===== config.mk =====
export PLATFORM = sky130hd
export DESIGN_NAME = axi_rd_arbiter
export DESIGN_NICKNAME = d
export VERILOG_FILES = /design/src/rtl/axi_rd_arbiter.sv
export SDC_FILE = /design/constraint.sdc
export NUM_CORES = 1
export LEC_CHECK = 0
export CAP_MARGIN = 20
export CORE_AREA = 2 2 103 105
export DETAILED_ROUTE_END_ITERATION = 6
export DIE_AREA = 0 0 105 107
export PLACE_DENSITY_LB_ADDON = 0.15
export SLEW_MARGIN = 20
export SYNTH_ARGS = -nofsm -noshare
export SYNTH_HDL_FRONTEND = slang
export SYNTH_SLANG_ARGS = --single-unit

===== constraint.sdc =====
create_clock -name clk -period 2.2 [get_ports clk]
set_clock_uncertainty 0.2 [all_clocks]
set_input_delay 0.44 -clock clk [delete_from_list [all_inputs] [get_ports clk]]
set_output_delay 0.44 -clock clk [all_outputs]
set_load 0.005 [all_outputs]

===== src/rtl/axi_rd_arbiter.sv =====
// axi_rd_arbiter
// Two-requester AXI read arbiter. Requester 0 (IM side) and requester 1
// (DM side) share one master-side AR/R channel pair. One burst is in flight
// at a time. Grants are round-robin. R beats are routed back to the granted
// requester. A beat counter flags bursts whose RLAST does not agree with ARLEN.
//
// Ports:
//   clk, rst                  clock and synchronous active-high reset
//   AR*_0 / AR*_1             requester read-address channels (ARREADY_x out)
//   R*_0 / R*_1               routed read-data channels (RREADY_x in)
//   AR*_M                     registered read-address payload to the interface
//   ARVALID_M / ARREADY_M     master-side AR handshake
//   R*_M / RVALID_M / RREADY_M master-side read-data channel
//   len_err                   one-cycle pulse on a burst length mismatch
module axi_rd_arbiter #(
  parameter int ID_BITS   = 4,
  parameter int ADDR_BITS = 32,
  parameter int LEN_BITS  = 4,
  parameter int SIZE_BITS = 3,
  parameter int DATA_BITS = 32
) (
  input  logic                 clk,
  input  logic                 rst,
  input  logic [ID_BITS-1:0]   ARID_0,
  input  logic [ADDR_BITS-1:0] ARADDR_0,
  input  logic [LEN_BITS-1:0]  ARLEN_0,
  input  logic [SIZE_BITS-1:0] ARSIZE_0,
  input  logic [1:0]           ARBURST_0,
  input  logic                 ARVALID_0,
  output logic                 ARREADY_0,
  input  logic [ID_BITS-1:0]   ARID_1,
  input  logic [ADDR_BITS-1:0] ARADDR_1,
  input  logic [LEN_BITS-1:0]  ARLEN_1,
  input  logic [SIZE_BITS-1:0] ARSIZE_1,
  input  logic [1:0]           ARBURST_1,
  input  logic                 ARVALID_1,
  output logic                 ARREADY_1,
  output logic [ID_BITS-1:0]   RID_0,
  output logic [DATA_BITS-1:0] RDATA_0,
  output logic [1:0]           RRESP_0,
  output logic                 RLAST_0,
  output logic                 RVALID_0,
  input  logic                 RREADY_0,
  output logic [ID_BITS-1:0]   RID_1,
  output logic [DATA_BITS-1:0] RDATA_1,
  output logic [1:0]           RRESP_1,
  output logic                 RLAST_1,
  output logic                 RVALID_1,
  input  logic                 RREADY_1,
  output logic [ID_BITS-1:0]   ARID_M,
  output logic [ADDR_BITS-1:0] ARADDR_M,
  output logic [LEN_BITS-1:0]  ARLEN_M,
  output logic [SIZE_BITS-1:0] ARSIZE_M,
  output logic [1:0]           ARBURST_M,
  output logic                 ARVALID_M,
  input  logic                 ARREADY_M,
  input  logic [ID_BITS-1:0]   RID_M,
  input  logic [DATA_BITS-1:0] RDATA_M,
  input  logic [1:0]           RRESP_M,
  input  logic                 RLAST_M,
  input  logic                 RVALID_M,
  output logic                 RREADY_M,
  output logic                 len_err
);

  typedef enum logic [1:0] {
    IDLE = 2'd0,
    ADDR = 2'd1,
    DATA = 2'd2
  } state_e;

  state_e               state_q, state_d;
  logic                 prio_q, prio_d;
  logic                 grant_q, grant_d;
  logic [LEN_BITS-1:0]  exp_len_q, exp_len_d;
  logic [LEN_BITS:0]    cnt_q, cnt_d;
  logic [ID_BITS-1:0]   arid_q, arid_d;
  logic [ADDR_BITS-1:0] araddr_q, araddr_d;
  logic [LEN_BITS-1:0]  arlen_q, arlen_d;
  logic [SIZE_BITS-1:0] arsize_q, arsize_d;
  logic [1:0]           arburst_q, arburst_d;
  logic                 len_err_q, len_err_d;

  logic gnt_s;
  logic accept_s;
  logic in_data_s;
  logic r_hs_s;
  logic at_len_s;

  // Arbitration and zero-latency AR accept while idle.
  always_comb begin
    gnt_s = 1'b0;
    if (ARVALID_0 && ARVALID_1) begin
      gnt_s = prio_q;
    end else if (ARVALID_1) begin
      gnt_s = 1'b1;
    end else begin
      gnt_s = 1'b0;
    end
    accept_s  = (state_q == IDLE) && (ARVALID_0 || ARVALID_1);
    ARREADY_0 = accept_s && !gnt_s;
    ARREADY_1 = accept_s && gnt_s;
  end

  // R channel pass-through to the granted requester; others see zeros.
  always_comb begin
    in_data_s = (state_q == DATA);
    RREADY_M  = in_data_s ? (grant_q ? RREADY_1 : RREADY_0) : 1'b0;
    r_hs_s    = in_data_s && RVALID_M && RREADY_M;
    // cnt_q holds beats already accepted, so the final beat arrives when
    // it equals the expected ARLEN.
    at_len_s  = (cnt_q == {1'b0, exp_len_q});

    RVALID_0 = 1'b0;
    RID_0    = {ID_BITS{1'b0}};
    RDATA_0  = {DATA_BITS{1'b0}};
    RRESP_0  = 2'b00;
    RLAST_0  = 1'b0;
    RVALID_1 = 1'b0;
    RID_1    = {ID_BITS{1'b0}};
    RDATA_1  = {DATA_BITS{1'b0}};
    RRESP_1  = 2'b00;
    RLAST_1  = 1'b0;
    if (in_data_s && !grant_q) begin
      RVALID_0 = RVALID_M;
      RID_0    = RID_M;
      RDATA_0  = RDATA_M;
      RRESP_0  = RRESP_M;
      RLAST_0  = RLAST_M;
    end else if (in_data_s && grant_q) begin
      RVALID_1 = RVALID_M;
      RID_1    = RID_M;
      RDATA_1  = RDATA_M;
      RRESP_1  = RRESP_M;
      RLAST_1  = RLAST_M;
    end else begin
      RVALID_0 = 1'b0;
    end
  end

  // Next-state, payload capture, beat counting and length checking.
  always_comb begin
    state_d   = state_q;
    prio_d    = prio_q;
    grant_d   = grant_q;
    exp_len_d = exp_len_q;
    cnt_d     = cnt_q;
    arid_d    = arid_q;
    araddr_d  = araddr_q;
    arlen_d   = arlen_q;
    arsize_d  = arsize_q;
    arburst_d = arburst_q;
    len_err_d = 1'b0;
    case (state_q)
      IDLE: begin
        if (accept_s) begin
          state_d   = ADDR;
          grant_d   = gnt_s;
          prio_d    = !gnt_s;
          cnt_d     = {(LEN_BITS+1){1'b0}};
          arid_d    = gnt_s ? ARID_1    : ARID_0;
          araddr_d  = gnt_s ? ARADDR_1  : ARADDR_0;
          arlen_d   = gnt_s ? ARLEN_1   : ARLEN_0;
          arsize_d  = gnt_s ? ARSIZE_1  : ARSIZE_0;
          arburst_d = gnt_s ? ARBURST_1 : ARBURST_0;
          exp_len_d = gnt_s ? ARLEN_1   : ARLEN_0;
        end else begin
          state_d = IDLE;
        end
      end
      ADDR: begin
        if (ARREADY_M) begin
          state_d = DATA;
        end else begin
          state_d = ADDR;
        end
      end
      DATA: begin
        if (r_hs_s) begin
          cnt_d     = cnt_q + {{LEN_BITS{1'b0}}, 1'b1};
          len_err_d = (RLAST_M && !at_len_s) || (at_len_s && !RLAST_M);
          // A missing RLAST keeps the burst open until RLAST finally arrives.
          if (RLAST_M) begin
            state_d = IDLE;
          end else begin
            state_d = DATA;
          end
        end else begin
          state_d = DATA;
        end
      end
      default: begin
        state_d = IDLE;
      end
    endcase
  end

  // State and payload registers with synchronous reset.
  always_ff @(posedge clk) begin
    if (rst) begin
      state_q   <= IDLE;
      prio_q    <= 1'b0;
      grant_q   <= 1'b0;
      exp_len_q <= {LEN_BITS{1'b0}};
      cnt_q     <= {(LEN_BITS+1){1'b0}};
      arid_q    <= {ID_BITS{1'b0}};
      araddr_q  <= {ADDR_BITS{1'b0}};
      arlen_q   <= {LEN_BITS{1'b0}};
      arsize_q  <= {SIZE_BITS{1'b0}};
      arburst_q <= 2'b00;
      len_err_q <= 1'b0;
    end else begin
      state_q   <= state_d;
      prio_q    <= prio_d;
      grant_q   <= grant_d;
      exp_len_q <= exp_len_d;
      cnt_q     <= cnt_d;
      arid_q    <= arid_d;
      araddr_q  <= araddr_d;
      arlen_q   <= arlen_d;
      arsize_q  <= arsize_d;
      arburst_q <= arburst_d;
      len_err_q <= len_err_d;
    end
  end

  assign ARVALID_M = (state_q == ADDR);
  assign ARID_M    = arid_q;
  assign ARADDR_M  = araddr_q;
  assign ARLEN_M   = arlen_q;
  assign ARSIZE_M  = arsize_q;
  assign ARBURST_M = arburst_q;
  assign len_err   = len_err_q;

endmodule


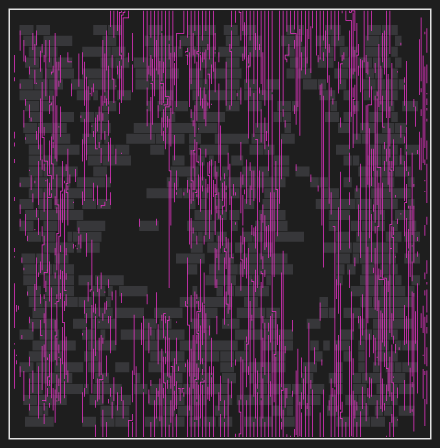
Fig. 1. The metal 2 layer.
Cells faint in the background.
- share of all routed wire: 53%
- wire length on this layer: 6660 µm
- nets with wire on the layer: 654

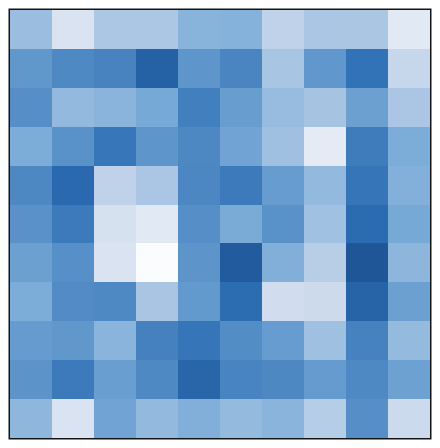
Fig. 2. Placement density heat map.
The die is cut into 10 by 11 equal tiles; white is low, dark blue is high, 0 to 100% covered.
- fullest tile: 85%
- nearly empty tiles: 0.90%
- mean over tiles: 51%
- tiles over 75% full: 7.3%
- emptiest ninth of the die: upper right

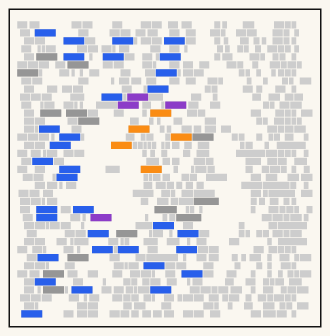
Fig. 3. Where the registers sit.
Other sequential cells in the stronger gray, the rest of the logic in the fainter gray.
- ARADDR_M: blue (flops 32)
- cnt_q: orange (flops 5; where center)
- ARLEN_M: purple (flops 4)
- not colored: 14

==> notes.md <==
run results: Min-Delay Endpoint=ARADDR_M[8]$_SDFFE_PP0N_, Total GRT Usage=0.200, reg-to-reg setup timing slack=between 100 and 150 ps, tool warning count=28, die width=between 100 and 150 µm, final worst slack=-99.9 ps, violated checks=design-rule violations, negative setup slack, top power group=registers, mux share=0.00376, pwr/cell area=between 400 and 500 mW/mm², Synth Seq Share=0.414, Late-Pin Clk Latency=about 310 ps, Hold Crit Class=reg2reg, First-pass DRT Iterations=7, Reg2Reg Depth=8, synthesized cell area=about 0.0027 mm², Reg area=0.00111 mm², # IOs=approximately 270, peak supply drop=0.000351 V, WL met2=about 6.7 mm, Ys Warns=0, final hold slack=308 ps, Logic family by area=simple AND/OR/NAND/NOR gates, cell depth of the worst setup path=9, RR Startpoint=state_q[0]$_SDFF_PP0_, CP Class=reg2out, Clock Power=0.657 mW, Seq pwr share=0.409, Cell Int Power=about 2.0 mW, CP dominant cell by count=buf_6, crit path DAT=between 1500 and 2000 ps, Worst EP required=1560 ps, Max-Slew Margin vs Limit=0.661, CTS Buf Count=5, top cells by area=dfxtp_1, and2_1, a222oi_1, simple share=0.312, status=complete, but fails checks, ANT nets after route=0, Final clock-cell share=0.0175, Final setup viols=14, DP HPWL=around 8.6 mm, # DRC=14, PortBufs=~270, FMAX=~430 MHz
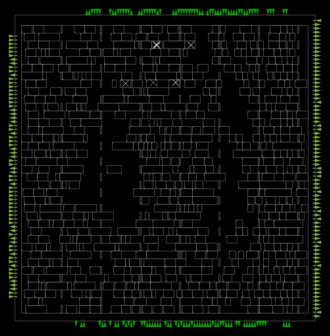
Fig. 4. Placed standard cells.
fin cells: 734
FP Rows: 37
final core utilization: 0.580
filler cell count: 943
core area: 0.0101 mm²

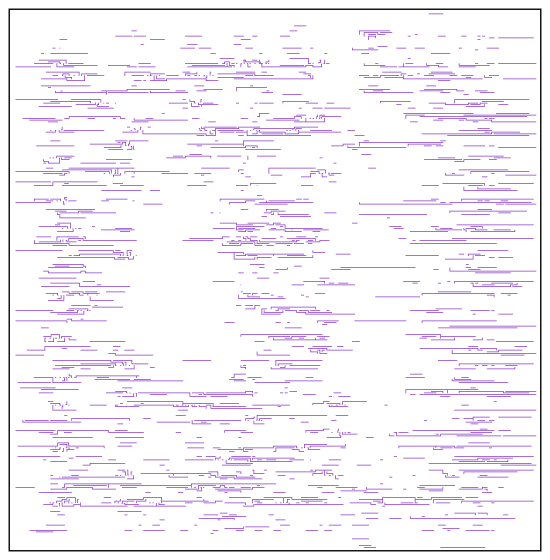
Fig. 5. Signal wires on met1.
- main direction: horizontal
- longest straight run: 23.0 µm
- nets with wire on the layer: 646
- wire length on this layer: 4590 µm

placed cells by master (no fill, tap or decap), types with 6 or more instances in the layout:
cell	instances
and2_4	15
a222oi_1	45
dfxtp_1	52
buf_4	24
a21oi_1	9
clkbuf_2	46
clkdlybuf4s50_1	179
buf_6	24
nor2_1	53
dlygate4sd2_1	6
buf_2	15
and2_1	65
stage by stage:
step / total power [mW] / worst slack, ps / std cells / instance area, µm² / setup TNS [ps]
after floorplan: 1.46 / 482 / 309 / 2660 / 0
after global placement: 2.05 / -144 / 700 / 5570 / -847
after detailed placement: 2.06 / -132 / 700 / 5570 / -2670
after CTS: 2.80 / -173 / 727 / 5950 / -1560
after global routing: 2.92 / -154 / 734 / 5850 / -1920
final: 2.78 / -99.9 / 734 / 5850 / -500
Power and IR drop assume default switching activity.
